layer_met1.png
Bar = 50 µm. Supply wires on this layer in grey.
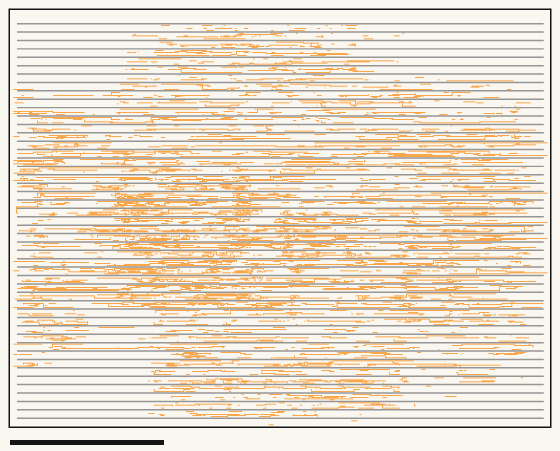
layer_met2.png
Bar = 50 µm.
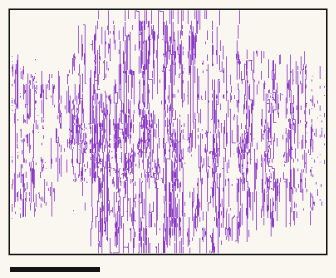
**src/rtl/ins_fetch_pkg.sv**
```systemverilog
// ins_fetch_pkg: shared widths, opcodes, fetch FSM encoding and immediate decoders for the fetch stage
package ins_fetch_pkg;
    localparam int RAM_ADR_W = 16;
    localparam int INST_W    = 32;

    localparam logic [6:0] OPC_BRANCH = 7'b1100011;
    localparam logic [6:0] OPC_JAL    = 7'b1101111;
    localparam logic [6:0] OPC_JALR   = 7'b1100111;

    typedef enum logic [1:0] {
        S_IDLE = 2'd0,
        S_WAIT = 2'd1,
        S_HOLD = 2'd2,
        S_DROP = 2'd3
    } fetch_state_e;

    typedef logic [RAM_ADR_W-1:0] addr_t;

    typedef struct packed {
        logic [INST_W-1:0] inst;
        addr_t             pc;
        logic              pbr;
    } q_entry_t;

    // B-type offset, sign-extended then truncated so pc adds wrap naturally
    function automatic addr_t imm_b(input logic [INST_W-1:0] i);
        return addr_t'(int'($signed({i[31], i[7], i[30:25], i[11:8], 1'b0})));
    endfunction

    // J-type offset, sign-extended then truncated so pc adds wrap naturally
    function automatic addr_t imm_j(input logic [INST_W-1:0] i);
        return addr_t'(int'($signed({i[31], i[19:12], i[20], i[30:21], 1'b0})));
    endfunction
endpackage

```
**src/rtl/ins_fetch_queue.sv**
```systemverilog
// inst_queue: circular instruction queue with push, pop, clear and combinational head
module inst_queue
    import ins_fetch_pkg::*;
#(
    parameter int DEPTH = 4
) (
    input  logic     clk,
    input  logic     rst,
    input  logic     push,
    input  logic     pop,
    input  logic     clear,
    input  q_entry_t din,
    output q_entry_t dout,
    output logic     full,
    output logic     empty
);
    localparam int AW = $clog2(DEPTH);
    localparam int CW = AW + 1;

    logic [AW-1:0] wr_q, wr_d, rd_q, rd_d;
    logic [CW-1:0] cnt_q, cnt_d;
    logic          wr_en, rd_en;
    q_entry_t      mem_q [DEPTH];

    assign full  = cnt_q == CW'(DEPTH);
    assign empty = cnt_q == '0;
    assign dout  = empty ? '0 : mem_q[rd_q];

    // pointer and occupancy update; clear wins over push and pop
    always_comb begin
        wr_en = push && !full && !clear;
        rd_en = pop && !empty && !clear;
        wr_d  = clear ? '0 : wr_q + AW'(wr_en);
        rd_d  = clear ? '0 : rd_q + AW'(rd_en);
        cnt_d = clear ? '0 : cnt_q + CW'(wr_en) - CW'(rd_en);
    end

    // pointer and count registers
    always_ff @(posedge clk) begin
        if (rst) begin
            wr_q  <= '0;
            rd_q  <= '0;
            cnt_q <= '0;
        end else begin
            wr_q  <= wr_d;
            rd_q  <= rd_d;
            cnt_q <= cnt_d;
        end
    end

    // storage array, written only at the tail
    always_ff @(posedge clk) begin
        if (wr_en) mem_q[wr_q] <= din;
    end
endmodule

```
**src/rtl/ins_fetch.sv**
```systemverilog
// ins_fetch: fetch FSM with predecode-based next-pc prediction feeding an instruction queue
module ins_fetch
    import ins_fetch_pkg::*;
#(
    parameter int    QUEUE_DEPTH = 4,
    parameter addr_t RESET_PC    = '0
) (
    input  logic                 clk,
    input  logic                 rst,
    input  logic                 en,
    output logic                 ic_req_o,
    output logic [RAM_ADR_W-1:0] ic_addr_o,
    input  logic                 ic_valid_i,
    input  logic [INST_W-1:0]    ic_inst_i,
    output logic [RAM_ADR_W-1:0] bp_pc_o,
    input  logic                 bp_br_i,
    output logic                 bp_en_o,
    output logic                 bp_abr_o,
    output logic [RAM_ADR_W-1:0] bp_tpc_o,
    input  logic                 res_en_i,
    input  logic                 res_taken_i,
    input  logic [RAM_ADR_W-1:0] res_pc_i,
    input  logic                 flush_i,
    input  logic [RAM_ADR_W-1:0] flush_pc_i,
    output logic                 dec_valid_o,
    output logic [INST_W-1:0]    dec_inst_o,
    output logic [RAM_ADR_W-1:0] dec_pc_o,
    output logic                 dec_pbr_o,
    input  logic                 dec_ready_i
);
    fetch_state_e state_q, state_d;
    addr_t        pc_q, pc_d, npc;
    logic         bp_en_q, bp_en_d, bp_abr_q, bp_abr_d;
    addr_t        bp_tpc_q, bp_tpc_d;
    logic         push, pop, clear, full, empty;
    logic         is_br, is_jal, pbr;
    logic [6:0]   opc;
    q_entry_t     push_ent, head;

    assign opc = ic_inst_i[6:0];

    inst_queue #(.DEPTH(QUEUE_DEPTH)) u_queue (
        .clk   (clk),
        .rst   (rst),
        .push  (push),
        .pop   (pop),
        .clear (clear),
        .din   (push_ent),
        .dout  (head),
        .full  (full),
        .empty (empty)
    );

    // fetch state register
    always_ff @(posedge clk) begin
        if (rst) state_q <= S_IDLE;
        else     state_q <= state_d;
    end

    // next state; a flush with a response still in flight must swallow that response
    always_comb begin
        state_d = state_q;
        if (en) begin
            if (flush_i) state_d = ((state_q == S_WAIT || state_q == S_DROP) && !ic_valid_i) ? S_DROP : S_IDLE;
            else begin
                case (state_q)
                    S_IDLE:  state_d = full ? S_IDLE : S_WAIT;
                    S_WAIT:  state_d = !ic_valid_i ? S_WAIT : (opc == OPC_JALR ? S_HOLD : S_IDLE);
                    S_HOLD:  state_d = S_HOLD;
                    S_DROP:  state_d = ic_valid_i ? S_IDLE : S_DROP;
                    default: state_d = S_IDLE;
                endcase
            end
        end
    end

    // request and queue control derived from state
    always_comb begin
        ic_req_o  = en && !rst && !flush_i && state_q == S_IDLE && !full;
        ic_addr_o = ic_req_o ? pc_q : '0;
        push      = en && !flush_i && state_q == S_WAIT && ic_valid_i;
        pop       = en && !flush_i && !empty && dec_ready_i;
        clear     = en && flush_i;
    end

    // predecode of the returned word and next pc / predictor-update selection
    always_comb begin
        is_br    = opc == OPC_BRANCH;
        is_jal   = opc == OPC_JAL;
        pbr      = is_jal || (is_br && bp_br_i);
        npc      = pc_q + (is_jal ? imm_j(ic_inst_i) : pbr ? imm_b(ic_inst_i) : addr_t'(4));
        pc_d     = !en ? pc_q : flush_i ? flush_pc_i : push ? npc : pc_q;
        bp_en_d  = en ? res_en_i : bp_en_q;
        bp_abr_d = en ? res_taken_i : bp_abr_q;
        bp_tpc_d = en ? res_pc_i : bp_tpc_q;
        push_ent = '{inst: ic_inst_i, pc: pc_q, pbr: pbr};
    end

    // pc and predictor-update registers
    always_ff @(posedge clk) begin
        if (rst) begin
            pc_q     <= RESET_PC;
            bp_en_q  <= 1'b0;
            bp_abr_q <= 1'b0;
            bp_tpc_q <= '0;
        end else begin
            pc_q     <= pc_d;
            bp_en_q  <= bp_en_d;
            bp_abr_q <= bp_abr_d;
            bp_tpc_q <= bp_tpc_d;
        end
    end

    assign bp_pc_o     = pc_q;
    assign bp_en_o     = en && bp_en_q;
    assign bp_abr_o    = bp_abr_q;
    assign bp_tpc_o    = bp_tpc_q;
    assign dec_valid_o = !empty;
    assign dec_inst_o  = head.inst;
    assign dec_pc_o    = head.pc;
    assign dec_pbr_o   = head.pbr;
endmodule

```
**config.mk**
```make
export PLATFORM = sky130hd
export DESIGN_NAME = ins_fetch
export DESIGN_NICKNAME = d
export VERILOG_FILES = /design/src/rtl/ins_fetch_pkg.sv /design/src/rtl/ins_fetch_queue.sv /design/src/rtl/ins_fetch.sv
export SDC_FILE = /design/constraint.sdc
export NUM_CORES = 1
export LEC_CHECK = 0
export CORE_AREA = 2 2 173 133
export DETAILED_ROUTE_END_ITERATION = 8
export DIE_AREA = 0 0 175 135
export PLACE_DENSITY = 0.79
export SLEW_MARGIN = 10
export SYNTH_ARGS = -nofsm -noshare
export SYNTH_HDL_FRONTEND = slang
export SYNTH_HIERARCHICAL = 1
export SYNTH_SLANG_ARGS = --single-unit
```
**constraint.sdc**
```tcl
create_clock -name clk -period 7.1 [get_ports clk]
set_input_delay 0.71 -clock clk [delete_from_list [all_inputs] [get_ports clk]]
set_output_delay 0.71 -clock clk [all_outputs]
set_load 0.05 [all_outputs]
```
==> summary.txt <==
Observations from the implementation run.

Critical path:
- The run puts the reg2reg setup slack at around 4000 ps.
- Data on the critical path is required at its endpoint by 6390 ps.
- The report shows a maximum critical-path fanout of 23.
- Per STA, the worst path is made up of clkdlybuf4s50_1 -> nor2_1 -> nand2_1 -> nor4_2 -> buf_4 -> and2_1 -> clkdlybuf4s50_1.
- The run gives the type of the worst setup path as input port to output pin.

Synth:
- The run puts the instance count of the mapped netlist at around 660.
- The run puts the tally of unique sky130hd cells used after synthesis at ~67.
- The commonest cells after synthesis are 196 x edfxtp_1, 76 x and2_1, 48 x mux4_2, 43 x dfxtp_1, 38 x nor2_1.
- The synthesized design contains 196 enable-type register cells.
- The run gives the cell area after synthesis as between 0.01 and 0.015 mm².
- The run gives the yosys stat cell total as roughly 660.
- The run puts the async set-or-reset flop fraction in the synthesized netlist at 0.
- The run gives the Yosys chip area as 0.01036 mm².
- The run puts the number of nets in the synthesized netlist at around 750.
- For this run, the leading register cell type out of synthesis is edfxtp_1.
- The run gives the fraction of synthesized cell area taken by the top area cell type as 0.5680.
- A synthesized cell averages 15.70 µm².

Clock network:
- Clock latency on the worst-skew pair, taken at its later pin, is around 520 ps.
- Buffers added to address setup during post-CTS repair amount to 0.
- The tree is rooted in a clkbuf_16.
- Clock tree synthesis found a total of between 200 and 250 sinks.
- Per the CTS log, the buffer count on the longest clock path is 3.

Floorplan:
- The run gives the floorplan core area as 0.02182 mm².
- The run gives the die outline width as around 180 µm.

Place:
- The run puts the final weighted congestion in routability-driven placement at 0.8282.

Layout:
- The run puts the area of all placed cells without fillers at around 0.013 mm².
- The run puts the core utilization of the finished layout at 0.6046.
- The run gives the share of post-route cells with drive strength above 1 as 0.1320.
- Relative to the synthesized area, the layout overhead comes to 27.30%.
- The run puts the number of nets in the layout at 931.

Power and ir drop:
- The analysis attributes to cell leakage a power of ~4.5 nW.
- The run gives the cell area power density as approximately 230 mW/mm².

Run status:
- The run finished with clean final reports.

Route:
- Once detail routing completed, the nets flagged for antenna violations numbered 0.
- The run gives the total iterations of the first detailed-routing run as 5.
- The routed design shows a via density per instance of around 5.5.
- After detailed routing, the total wire length is roughly 24,000 µm.
- The run puts the number of design-rule violations left by the first detailed-router iteration at roughly 670.
- Across all layers, the routed design uses between 6,000 and 7,000 vias.

Run:
- The run puts the number of max-cap violations at 0.
- The run gives the tally of OpenROAD warnings as 28.

GRT:
- The run puts the first-pass GRT wire length at ~37,000 µm.

STA:
- In this build the clock could be raised as far as a little over 200 MHz.
- The run puts the fraction of the cycle the final worst path needs at 0.6828.
- For reference, the final report shows the hold violation count at 0.
- The run puts the transition time at the pin with the least slew margin at 1046 ps.
Notes on layer_met1.png above:
834 nets have wire on it. The layer holds 44% of the routed length.

Notes on layer_met2.png above:
799 nets have wire on it. The longest straight run is 55.1 µm. The layer carries 11,000 µm of wire. The wires run mostly vertical.

## state kept, by name, summed over array words and instances (netlist names)
register and count:
state_q 2, u_queue/mem_q 196, bp_pc_o 16, u_queue/cnt_q 3, bp_tpc_o 16, u_queue/rd_q 2, bp_abr_o 1, u_queue/wr_q 2
bp_en_q 1
## power by group
group / switching, W / internal (W) / total, W
Combinational: 0.000129 / 0.0000899 / 0.000219
Clock: 0.000508 / 0.000812 / 0.00132
Sequential: 0.0000204 / 0.00153 / 0.00155
## cell families after synthesis
family,count (synthesis),synth area share
DFF,239,0.6511
buffers and inverters,43,0.02645
AOI/OAI and AO/OA,87,0.05640
adders and majority gates,19,0.02439
xor gates and xnor gates,9,0.009057
muxes,75,0.1324
and+or+nand+nor,188,0.1002
## through the flow
stage / setup WS [ps] / TNS [ps] / std cells / hold WS, ps / total power (W)
floorplan: -127.2 / -12470 / 660 / 452.2 / 0.001690
global placement: 2333 / 0 / 1108 / 467.0 / 0.001796
detailed placement: 2336 / 0 / 1108 / 483.1 / 0.001799
CTS: 2325 / 0 / 1150 / 494.1 / 0.003109
global route: 1997 / 0 / 1150 / 528.3 / 0.003174
finish: 2252 / 0 / 1150 / 496.0 / 0.003089
## per-layer routing
layer | share of wire | GRT usage
met5 | 0 | 0
met4 | 0.016 | 0.03981
met3 | 0.087 | 0.04645
met2 | 0.46 | 0.3191
met1 | 0.44 | 0.2951
## worst max-delay path, delay by kind of cell
family / cells / cell delay, ps
AND/OR/NAND/NOR: 4 / 1350
buffers and inverters: 3 / 2070
## cells in the final DEF (no fill, tap or decap), types with 4 or more instances in the layout
cell type        synthesis  routed
edfxtp_1               196     196
clkdlybuf4s50_1          0     173
and2_1                  76      76
mux4_2                  48      48
dfxtp_1                 43      41
nor2_1                  38      38
nand2_1                 31      31
a21oi_1                 24      24
mux2i_1                 23      23
clkbuf_16                0      23
o21ai_0                 17      17
ha_1                    17      17
buf_4                    0      13
inv_1                   10      10
nor3_1                   9       9
a211oi_1                 8       8
xnor2_1                  8       8
nand3_1                  6       6
or3_1                    5       5
clkinv_1                 1       5
bufinv_16                0       5
a32oi_1                  4       4
a31oi_1                  4       4
## path summary, 6_finish.rpt
path,from,to,cells after the start
hold reg to reg,bp_tpc_o[1],bp_tpc_o[1],2
setup / recovery,flush_i,ic_addr_o[2],7
hold / removal,bp_tpc_o[1],bp_tpc_o[1],2
setup reg to reg,u_queue/cnt_q[1],u_queue/cnt_q[1],10
## area by class of cell
| cell class | instances | area (µm²) | share of cell area |
|---|---|---|---|
| clock buffers | 30 | 635.6 | 0.04819 |
| clock inverters | 12 | 183.9 | 0.01394 |
| inverters | 11 | 41.29 | 0.003130 |
| multi-input cells | 378 | 3381 | 0.2563 |
| flip-flops and latches | 239 | 6751 | 0.5119 |
| well taps | 294 | 367.9 | 0.02789 |
| repair buffers | 186 | 1829 | 0.1387 |
Power figures rest on the tool's default switching activity, not on a simulated workload.
